`src/rtl/proc_pkg.sv`:
```
// Shared processor definitions.
//   multState_t   : multiplier FSM state encoding
//   DEFAULT_WIDTH : datapath width shared by accumulator, MDR and multiplier
package proc_pkg;

    typedef enum logic [1:0] {
        IDLE = 2'b00,
        RUN  = 2'b01,
        DONE = 2'b10
    } multState_t;

    localparam int DEFAULT_WIDTH = 8;

endpackage

```
`src/rtl/seq_mult_dp.sv`:
```
// Shift-and-add multiplier datapath: multiplicand/multiplier shift registers,
// partial-product accumulator and step counter.
//   clk, rst  : clock, async active-high reset
//   load      : capture operands, clear accumulator and count
//   step      : perform one shift-and-add iteration
//   opA, opB  : multiplicand, multiplier
//   accSum    : accumulator value after the current iteration
//   lastStep  : current iteration is the final one
module seq_mult_dp
    import proc_pkg::*;
#(
    parameter int WIDTH      = DEFAULT_WIDTH,
    parameter bit EARLY_EXIT = 1'b1
) (
    input  logic                 clk,
    input  logic                 rst,
    input  logic                 load,
    input  logic                 step,
    input  logic [WIDTH-1:0]     opA,
    input  logic [WIDTH-1:0]     opB,
    output logic [2*WIDTH-1:0]   accSum,
    output logic                 lastStep
);

    localparam int CW = $clog2(WIDTH) + 1;
    localparam logic [CW-1:0] LAST = CW'(WIDTH - 1);

    logic [2*WIDTH-1:0] mcand;
    logic [2*WIDTH-1:0] acc;
    logic [WIDTH-1:0]   mplier;
    logic [WIDTH-1:0]   mplierShift;
    logic [CW-1:0]      count;

    always_ff @(posedge clk or posedge rst) begin
        if (rst) begin
            mcand  <= '0;
            mplier <= '0;
            acc    <= '0;
            count  <= '0;
        end else if (load) begin
            mcand  <= {{WIDTH{1'b0}}, opA};
            mplier <= opB;
            acc    <= '0;
            count  <= '0;
        end else if (step) begin
            acc    <= accSum;
            mcand  <= mcand << 1;
            mplier <= mplierShift;
            count  <= count + 1'b1;
        end
    end

    // mcand has at most WIDTH significant bits left of its shift origin, so
    // the 2*WIDTH-bit sum can never carry out.
    always_comb begin
        accSum      = mplier[0] ? (acc + mcand) : acc;
        mplierShift = mplier >> 1;
        // With early exit, stop once no multiplier bits remain to add in.
        lastStep    = (count == LAST) || (EARLY_EXIT && (mplierShift == '0));
    end

endmodule

```
`src/rtl/seq_multiplier.sv`:
```
// Multi-cycle unsigned shift-and-add multiplier (control FSM + result flags).
//   clk, rst  : clock, async active-high reset
//   start     : multiply request (mullACC), level-sensitive, accepted in IDLE
//   op_a, op_b: multiplicand (accumulator), multiplier (MDR)
//   busy      : state is RUN
//   done      : state is DONE (mullDone)
//   product   : registered 2*WIDTH-bit product
//   result    : low WIDTH bits of product, for accumulator load
//   ovf       : upper half of product nonzero
//   zero      : product is zero
module seq_multiplier
    import proc_pkg::*;
#(
    parameter int WIDTH      = DEFAULT_WIDTH,
    parameter bit EARLY_EXIT = 1'b1
) (
    input  logic                 clk,
    input  logic                 rst,
    input  logic                 start,
    input  logic [WIDTH-1:0]     op_a,
    input  logic [WIDTH-1:0]     op_b,
    output logic                 busy,
    output logic                 done,
    output logic [2*WIDTH-1:0]   product,
    output logic [WIDTH-1:0]     result,
    output logic                 ovf,
    output logic                 zero
);

    multState_t         state, stateNext;
    logic               load, step, lastStep;
    logic [2*WIDTH-1:0] accSum;

    seq_mult_dp #(
        .WIDTH      (WIDTH),
        .EARLY_EXIT (EARLY_EXIT)
    ) uDp (
        .clk      (clk),
        .rst      (rst),
        .load     (load),
        .step     (step),
        .opA      (op_a),
        .opB      (op_b),
        .accSum   (accSum),
        .lastStep (lastStep)
    );

    always_ff @(posedge clk or posedge rst) begin
        if (rst) state <= IDLE;
        else     state <= stateNext;
    end

    always_comb begin
        stateNext = state;
        load      = 1'b0;
        step      = 1'b0;
        case (state)
            IDLE: begin
                if (start) begin
                    load      = 1'b1;
                    stateNext = RUN;
                end
            end
            RUN: begin
                step = 1'b1;
                if (lastStep) stateNext = DONE;
            end
            // A held start must not retrigger; wait for it to drop.
            DONE: begin
                if (!start) stateNext = IDLE;
            end
            default: stateNext = IDLE;
        endcase
    end

    // Product only changes on the final RUN edge, so partial sums never show.
    always_ff @(posedge clk or posedge rst) begin
        if (rst)                   product <= '0;
        else if (step && lastStep) product <= accSum;
    end

    assign busy   = (state == RUN);
    assign done   = (state == DONE);
    assign result = product[WIDTH-1:0];
    assign ovf    = |product[2*WIDTH-1:WIDTH];
    assign zero   = (product == '0);

endmodule

```
`config.mk`:
```
export PLATFORM = sky130hd
export DESIGN_NAME = seq_multiplier
export DESIGN_NICKNAME = d
export VERILOG_FILES = /design/src/rtl/proc_pkg.sv /design/src/rtl/seq_mult_dp.sv /design/src/rtl/seq_multiplier.sv
export SDC_FILE = /design/constraint.sdc
export NUM_CORES = 1
export LEC_CHECK = 0
export ABC_AREA = 1
export CAP_MARGIN = 20
export CELL_PAD_IN_SITES_DETAIL_PLACEMENT = 1
export CELL_PAD_IN_SITES_GLOBAL_PLACEMENT = 2
export CORE_ASPECT_RATIO = 1.75
export CORE_UTILIZATION = 29
export DETAILED_ROUTE_END_ITERATION = 16
export PLACE_DENSITY = 0.72
export SYNTH_ARGS = -nofsm -noshare
export SYNTH_HDL_FRONTEND = slang
export SYNTH_SLANG_ARGS = --single-unit
```
`constraint.sdc`:
```
create_clock -name clk -period 1.8 [get_ports clk]
set_input_delay 0.27 -clock clk [delete_from_list [all_inputs] [get_ports clk]]
set_output_delay 0.27 -clock clk [all_outputs]
set_load 0.02 [all_outputs]
```
### Signal wires on met2

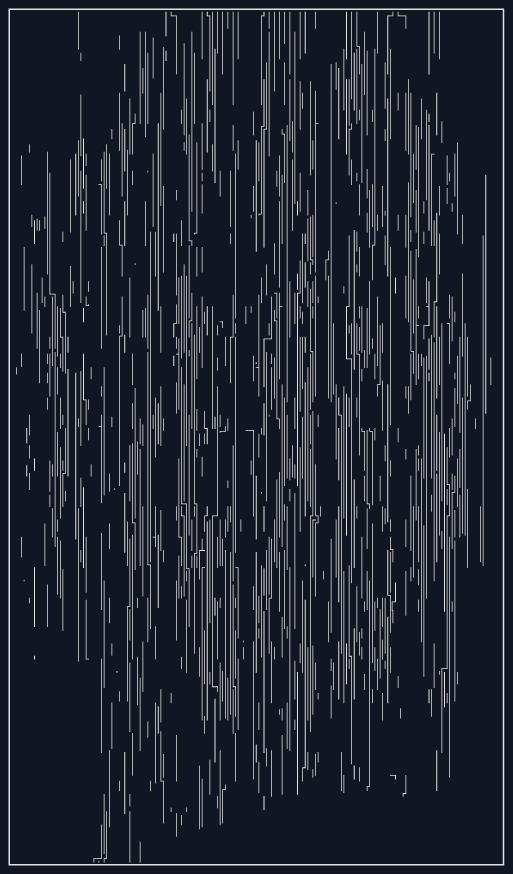
- wire length on this layer: 7,290 µm
- longest straight run: 60.2 µm
- main direction: vertical

### Gate-type map

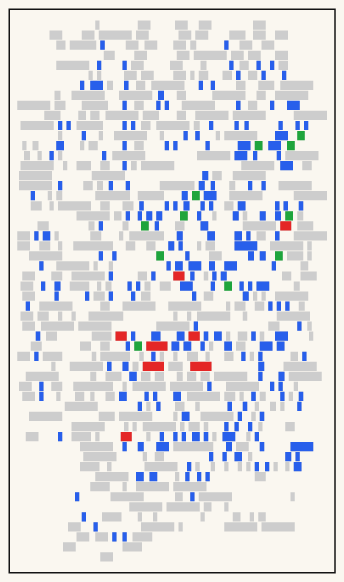
- blue: nand cells (cells 213)
- green: and/or cells (cells 11)
- red: xor and xnor cells (cells 8; where center)

### Cell area per tile

9 x 15 tiles, from white (low) to dark blue (high), 0 to 100% covered.
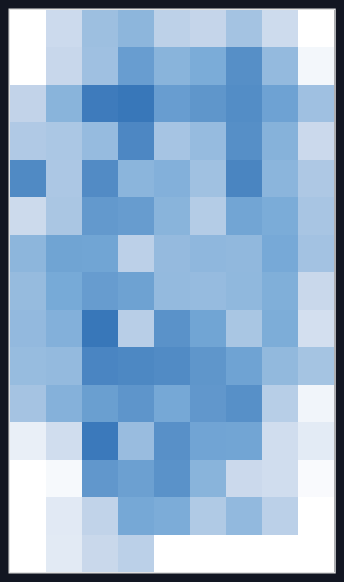
- emptiest ninth of the die: lower right
- fullest tile: 71%
- nearly empty tiles: 8.9%

### Signal wires by layer

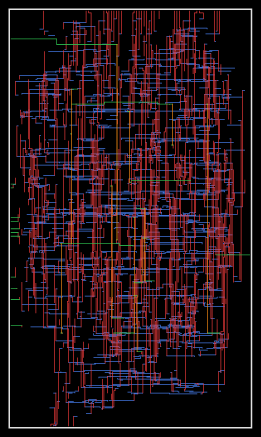
- blue: metal 1 (wire length 4,110 µm)
- green: metal 3 (wire length 202 µm)
- orange: metal 4 (wire length 439 µm)
- red: metal 2 (wire length 7,290 µm)

==> changes_impl.md <==
### Physical design

- M1 wire length: 4109 µm
- Flop count: 62
- Top Metal Used: met4
- Post-synth EDFFs: 0
- Syn Nets: 518
- Max Clk Rate: 560.5 MHz
- H-tree depth: 3
- Worst reg2reg startpoint: uDp.mcand[0]$_DFFE_PP0P_
- Slowest-stage cell, CP: dfrtp_1
- Post-route cell area: 5351 µm²
- Worst path arrival time: 2.01 ns
- Status: completed
- Die Height: 152.4 µm
- Initial antenna violation count: 0
- Synth area leader: dfrtp_1
- Ys Warns: 0
- Worst Setup Start Kind: register
- Yosys cell count: 482
- WP data required: 2.02 ns
- Invs w/o clock: 72
- Starting density of the core: 29.97%
- Num CTS Buffers: 9
- CP startpoint: uDp.mcand[0]$_DFFE_PP0P_
- Final hold slack: 0.3608 ns
- Ant diodes: 0
- Met2 wire length: 7292 µm
- Most used flip-flop cell after synthesis: dfrtp_1
- TritonRoute pass-1 iters: 4
- HP Class: input pin to asynchronous set/reset pin
- Combinational share of cell area: 39.89%
registers in the layout, summed over array words and instances, names as in the netlist:
name / cells
state: 2
uDp.mcand: 16
product: 16
uDp.count: 4
uDp.acc: 16
uDp.mplier: 8
logic make-up after synthesis:
kind of cell	after synthesis	share of synthesized area, %
AND-OR/OR-AND	50	10.52
XOR/XNOR	8	1.870
adder cells (fa/ha/maj)	17	5.878
buffers and inverters	93	11.16
flip-flops	62	41.42
AND/OR/NAND/NOR	252	29.16
critical path, delay by kind of cell, from the launching register on:
kind          cells  cell delay [ns]
flops             1             0.39
simple gates     10             0.73
fa+ha+maj         2             0.55
cells in the mapped netlist, types with 2 or more instances:
master and n:
a21oi_1 10, a22o_1 2, buf_1 3, buf_2 3, buf_4 10, buf_6 3, clkbuf_1 2, dfrtp_1 62
ha_1 16, inv_1 66, inv_2 4, inv_4 2, nand2_1 168, nand3_1 41, nand4_1 2, nor2_1 18
nor2_8 2, nor3_1 4, nor4_1 3, o21ai_0 11, o21ai_2 5, o221ai_1 6, o221ai_2 8, o22ai_1 6
or2_2 10, xnor2_1 7
layout by cell type, fill, tap and decap left out, drive strengths merged:
master	count
ha	16
o221ai	14
a22o	2
clkinvlp	1
clkbuf	10
fa	1
nand2	168
buf	50
nand3	42
nor3	4
nand3b	1
or2	11
nand4	2
dfrtp	62
dlygate4sd2	2
inv	72
o21ai	17
nor4	3
xnor2	7
bufinv	3
clkinv	2
a21oi	10
xor2	1
clkdlybuf4s50	42
nor2	21
o22ai	7
report_power, final:
group	internal (µW)	switching [µW]	total, µW
logic	3250	4290	7530
registers	2050	617	2670
clock network	1350	652	2000
total	6650	5560	12200
routing by layer:
metal	vias to the layer above	GRT usage, %
met5	-	0
met4	0	9.212
met3	24	2.654
met2	36	37.98
met1	1719	19.05
li1	1700	-
